### config.mk
export PLATFORM = sky130hd
export DESIGN_NAME = instr_fetch_unit
export DESIGN_NICKNAME = d
export VERILOG_FILES = /design/src/rtl/instr_fetch_unit.sv
export SDC_FILE = /design/constraint.sdc
export NUM_CORES = 1
export LEC_CHECK = 0
export ABC_CLOCK_PERIOD_IN_PS = 2800
export CORE_UTILIZATION = 45
export DETAILED_ROUTE_END_ITERATION = 8
export PLACE_DENSITY = 0.79
export SKIP_CTS_REPAIR_TIMING = 1
export SYNTH_ARGS = -nofsm -noshare
export SYNTH_HDL_FRONTEND = slang
export SYNTH_SLANG_ARGS = --single-unit
### constraint.sdc
create_clock -name clk -period 2.8 [get_ports clk]
set_input_delay 0.84 -clock clk [delete_from_list [all_inputs] [get_ports clk]]
set_output_delay 0.84 -clock clk [all_outputs]
set_load 0.03 [all_outputs]
### src/rtl/instr_fetch_unit.sv
// Fetch stage: holds the PC, fetches one word over req/gnt + rvalid, registers it and
// slices out decode fields; the next PC is chosen at retire from control's select.
module instr_fetch_unit #(
  parameter logic [31:0] RESET_PC = 32'h0000_0000,
  parameter int unsigned TIMEOUT  = 16
) (
  input  logic        clk,
  input  logic        rst_n,
  output logic        imem_req,
  output logic [31:0] imem_addr,
  input  logic        imem_gnt,
  input  logic        imem_rvalid,
  input  logic [31:0] imem_rdata,
  output logic        instr_valid,
  output logic [31:0] instr,
  output logic [6:0]  opcode,
  output logic [2:0]  func3,
  output logic [6:0]  func7,
  output logic [4:0]  rd,
  output logic [4:0]  rs1,
  output logic [4:0]  rs2,
  output logic [31:0] pc_out,
  input  logic        instr_retire,
  input  logic [1:0]  PC_genrator_sel,
  input  logic [31:0] imm_offset,
  input  logic [31:0] rs1_value,
  output logic        fault,
  output logic [1:0]  fault_cause
);

  typedef enum logic [2:0] {
    IDLE,
    FETCH,
    WAIT_RESP,
    ISSUE,
    FAULT
  } state_e;

  localparam logic [31:0] NopInstr    = 32'h0000_0013;
  localparam logic [15:0] TimeoutLast = 16'(TIMEOUT - 1);
  localparam bit          TimeoutOn   = (TIMEOUT != 0);

  state_e      state_q, state_d;
  logic [31:0] pc_q, pc_d;
  logic [31:0] instr_q, instr_d;
  logic [15:0] waitCnt_q, waitCnt_d;
  logic [1:0]  cause_q, cause_d;
  logic [31:0] nextPc;

  always_ff @(posedge clk or negedge rst_n) begin
    if (!rst_n) begin
      state_q   <= IDLE;
      pc_q      <= RESET_PC;
      instr_q   <= NopInstr;
      waitCnt_q <= 16'd0;
      cause_q   <= 2'b00;
    end else begin
      state_q   <= state_d;
      pc_q      <= pc_d;
      instr_q   <= instr_d;
      waitCnt_q <= waitCnt_d;
      cause_q   <= cause_d;
    end
  end

  // Candidate PC for the instruction being retired; all sums wrap modulo 2^32.
  always_comb begin
    nextPc = pc_q + 32'd4;
    case (PC_genrator_sel)
      2'b00:   nextPc = pc_q + 32'd4;
      2'b01:   nextPc = pc_q + imm_offset;
      2'b10:   nextPc = (rs1_value + imm_offset) & ~32'h1;
      default: nextPc = pc_q;
    endcase
  end

  always_comb begin
    state_d   = state_q;
    pc_d      = pc_q;
    instr_d   = instr_q;
    waitCnt_d = waitCnt_q;
    cause_d   = cause_q;
    case (state_q)
      IDLE: state_d = FETCH;
      FETCH: begin
        if (imem_gnt) begin
          state_d   = WAIT_RESP;
          waitCnt_d = 16'd0;
        end
      end
      WAIT_RESP: begin
        if (imem_rvalid) begin
          instr_d = imem_rdata;
          state_d = ISSUE;
        end else if (TimeoutOn && (waitCnt_q == TimeoutLast)) begin
          state_d = FAULT;
          cause_d = 2'b10;
        end else begin
          waitCnt_d = waitCnt_q + 16'd1;
        end
      end
      ISSUE: begin
        if (instr_retire) begin
          // A misaligned target leaves the PC on the offending instruction for debug.
          if (nextPc[1:0] != 2'b00) begin
            state_d = FAULT;
            cause_d = 2'b01;
          end else begin
            pc_d    = nextPc;
            state_d = FETCH;
          end
        end
      end
      FAULT:   state_d = FAULT;
      default: state_d = IDLE;
    endcase
  end

  assign imem_req    = (state_q == FETCH);
  assign imem_addr   = pc_q;
  assign pc_out      = pc_q;
  assign instr_valid = (state_q == ISSUE);
  assign fault       = (state_q == FAULT);
  assign fault_cause = cause_q;

  assign instr  = instr_q;
  assign opcode = instr_q[6:0];
  assign rd     = instr_q[11:7];
  assign func3  = instr_q[14:12];
  assign rs1    = instr_q[19:15];
  assign rs2    = instr_q[24:20];
  assign func7  = instr_q[31:25];

endmodule
### Signal wires on met1, run 1

The bar under the picture is 50 um long. Supply wires on this layer in gray.
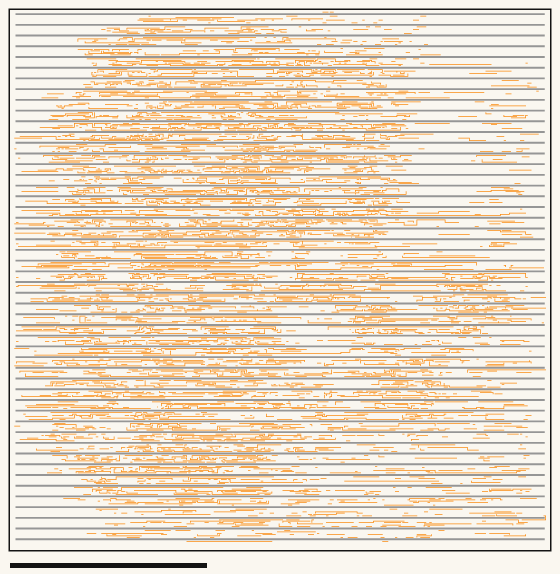
The layer carries 12300 um of wire. The longest straight run is 41.4 um. The layer holds 39% of the routed length. The wires run mostly horizontal. 1411 nets have wire on it.

### Metal 2, run 1

The bar under the picture is 50 um long.
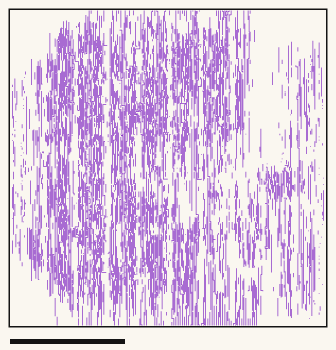
The layer carries 14700 um of wire. 1425 nets have wire on it.

### Metal 3, run 1

Cells faint in the background.
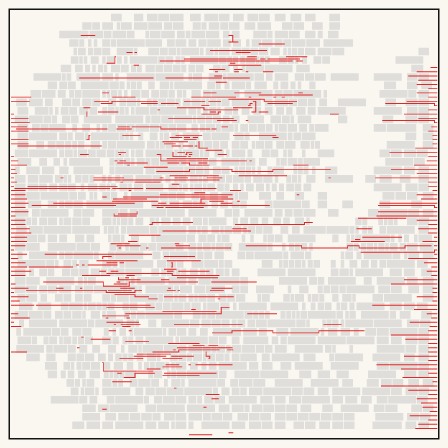
302 nets have wire on it. The layer carries 2990 um of wire. The longest straight run is 42.3 um. The wires run mostly horizontal. The layer holds 9.6% of the routed length.

### The metal 4 layer, run 1

The bar under the picture is 50 um long. Supply wires on this layer in gray.
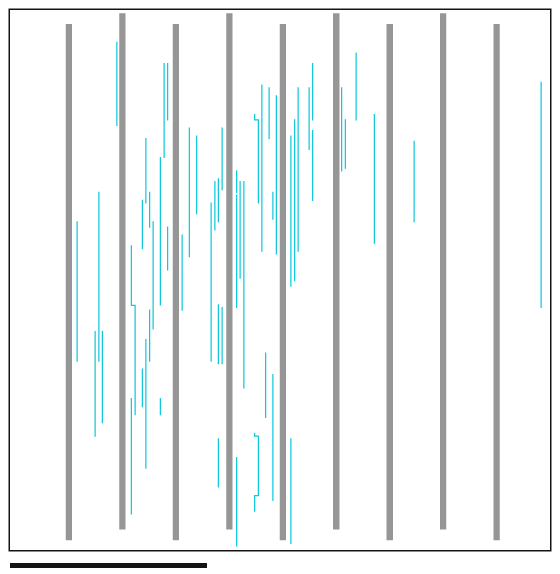
The layer holds 4.2% of the routed length. The layer carries 1310 um of wire. The longest straight run is 57.1 um.
via count: 9747
Routed WL: 31300 um

run 1: area by class of cell:
type                            instances  area, um2
Fill cell                            1188       4310
Sequential cell                        85       2130
Tap cell                              229        287
Inverter                               26       97.6
Multi-Input combinational cell        793       6410
Clock inverter                          7       75.1
Clock buffer                            9        225
Timing Repair Buffer                  493       4370
run 1: through the flow:
step | TNS (ps) | setup WS, ps | area, um2 | util (%)
after floorplan | -781 | -161 | 8390 | -
after global placement | -23300 | -951 | 12200 | 68.1
after detailed placement | -25620 | -995 | 12200 | 68.1
after CTS | -13000 | -630 | 12500 | 69.8
after global routing | -2980 | -403 | 13600 | 75.9
final | -1620 | -292 | 13600 | 75.9
run 1: state kept, by name, indices dropped and copies added (netlist names):
register / cells
waitCnt_q: 16
imem_addr: 32
instr: 32
fault_cause: 2
state_q: 3
==> reports/results.ini, run 1 <==
[logic_synthesis]
synth_area_um2 = 8210
async_flop_share_pct = 100
simple_gate_share_pct = 19.0
edf_count = 0
xor_area_share_pct = 7.26
fp_nets = 1170
yosysTopAreaCell = dfrtp_1

[power_and_ir_drop]
netSwitchingFraction_pct = 47.7
combPwrFrac_pct = 72.1
comb_power_uw = 8870
powerDensity_nw_per_um2 = 905
internal_power_uw = 6440

[grt]
use_met2_pct = 49.3
met3_usage_pct = 4.93
grt_pass1_wl_um = 43300

[finish]
area.growth.synth_to_final_pct = 65.6

[detailed_routing]
initialDrtViolationCount = 881
firstDrtPassIters = 5

[cts]
cts_buffer_depth = 2

[timing]
setup_viol = 11
layout_setup_ws_ps = -292
finalClockPeriodUsage_pct = 110

[worst_setup_path]
path_cells = buf_6, and2_4, fa_2, a21o_1, a311o_1, nand3_4, a311oi_4, o2111ai_4, a21bo_4, nor4b_4, a211oi_2, nor3_1
slowest_delay_ps = 390

[outcome]
failed_checks = negative setup slack
status = finished with violations

[floorplanning]
fp-utilization_pct = 45.8
ios = 236

[placed_design]
place_inst = 1600

## Run 2: what changed since run 1
--- a/config.mk
+++ b/config.mk
@@ -6,9 +6,10 @@
 export NUM_CORES = 1
 export LEC_CHECK = 0
 export ABC_CLOCK_PERIOD_IN_PS = 2800
+export CORE_MARGIN = 2
 export CORE_UTILIZATION = 45
 export DETAILED_ROUTE_END_ITERATION = 8
-export PLACE_DENSITY = 0.79
+export PLACE_DENSITY = 0.8
 export SKIP_CTS_REPAIR_TIMING = 1
 export SYNTH_ARGS = -nofsm -noshare
 export SYNTH_HDL_FRONTEND = slang
==> run 2 against run 1 <==
Compared with the run above:
- the run still ends with negative setup slack left
- utilization is 1.3 points higher
- clock skew rose by 3.9 ps
- first-iteration DRC count is 32% higher
- largest cell class unchanged
- wire length grew 3.7%
- critical path depth grew 2
- non-clock buffer count rose by 17
- sequential share of layout area decreased by 0.27 points
- critical endpoint is now imem_addr[18]
==> reports/results.ini, run 2 <==
[outcome]
status = finished with violations
failed_checks = negative setup slack

[logic_synthesis]
xor_area_share_pct = 7.26
async_flop_share_pct = 100
edf_count = 0
synth.top_cells.by_count = nand2_1 (86), nor2_1 (86), a21oi_1 (84), dfrtp_1 (82), o21ai_0 (66)
ys.flop_type = dfrtp_1
synth_area_um2 = 8210
simple_gate_share_pct = 19.0
yosysTopAreaCell = dfrtp_1
fp_nets = 1170

[timing]
layout_setup_ws_ps = -341
setup_viol = 13
tns_ps = -2230
finalClockPeriodUsage_pct = 112

[power_and_ir_drop]
internal_power_uw = 6560
powerDensity_nw_per_um2 = 907
combPwrFrac_pct = 72.5
netSwitchingFraction_pct = 47.7
switchingPower_uw = 5980

[placed_design]
dp_slack_ps = -1020
place_inst = 1625

[finish]
finish.utilization_pct = 77.2
area.growth.synth_to_final_pct = 68.5
final_area_um2 = 13800

[floorplanning]
ios = 236
core_um2 = 17900
dieHeight_um = 139
fp-utilization_pct = 45.8

[detailed_routing]
initialDrtViolationCount = 1167
firstDrtPassIters = 5
wirelength_um = 32500
viasPerCell = 5.99

[worst_setup_path]
r2r_slack_ps = -110
crit_path_end_kind = flop
path_cells = buf_6, buf_6, ha_4, fa_2, a21oi_2, o21ai_2, a2111o_1, a41oi_2, buf_4, o21ai_2, xnor2_1, o22ai_1, a22oi_1, o21ai_1

[grt]
first_global_vias = 9243

[cts]
cts_buffer_depth = 2
clk_pin_slew_ps = 70

==> run 2: cell type report <==
cell class                      instances  area, um2
Tap cell                              229        287
Inverter                               26       97.6
Timing Repair Buffer                  510       4560
Multi-Input combinational cell        793       6450
Clock buffer                            9        225
Fill cell                            1147       4070
Sequential cell                        85       2130
Clock inverter                          7       86.3
==> run 2: per-layer routing <==
metal	GRT usage, %	vias up	part of all wire (%)
met5	0	-	0
met4	11.2	0	4.3
met3	4.39	136	9.8
met2	48.7	657	47
met1	36.3	4660	39
li1	-	4482	-
==> run 2: power groups by stage <==
stage	Clock, uW	Sequential, uW	Combinational, uW
2_1_floorplan	0	3040	4100
6_report	1270	2180	9090
4_1_cts	1280	2140	8260
3_5_place_dp	0	2160	8200
3_3_place_gp	0	2120	8040
5_1_grt	1330	2260	9500
### Signal wires on met1, run 2

The bar under the picture is 50 um long. Supply wires on this layer in gray.
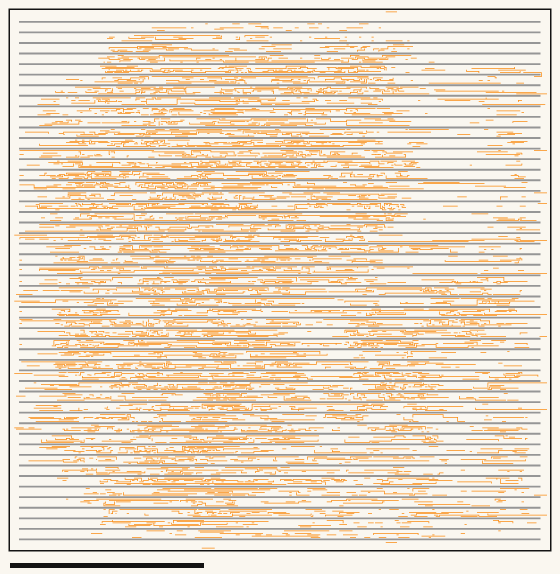
The longest straight run is 40.5 um. The layer carries 12500 um of wire. The layer holds 39% of the routed length. The wires run mostly horizontal. 1419 nets have wire on it.

No activity file was given, so power comes from the tool's default toggle rates.
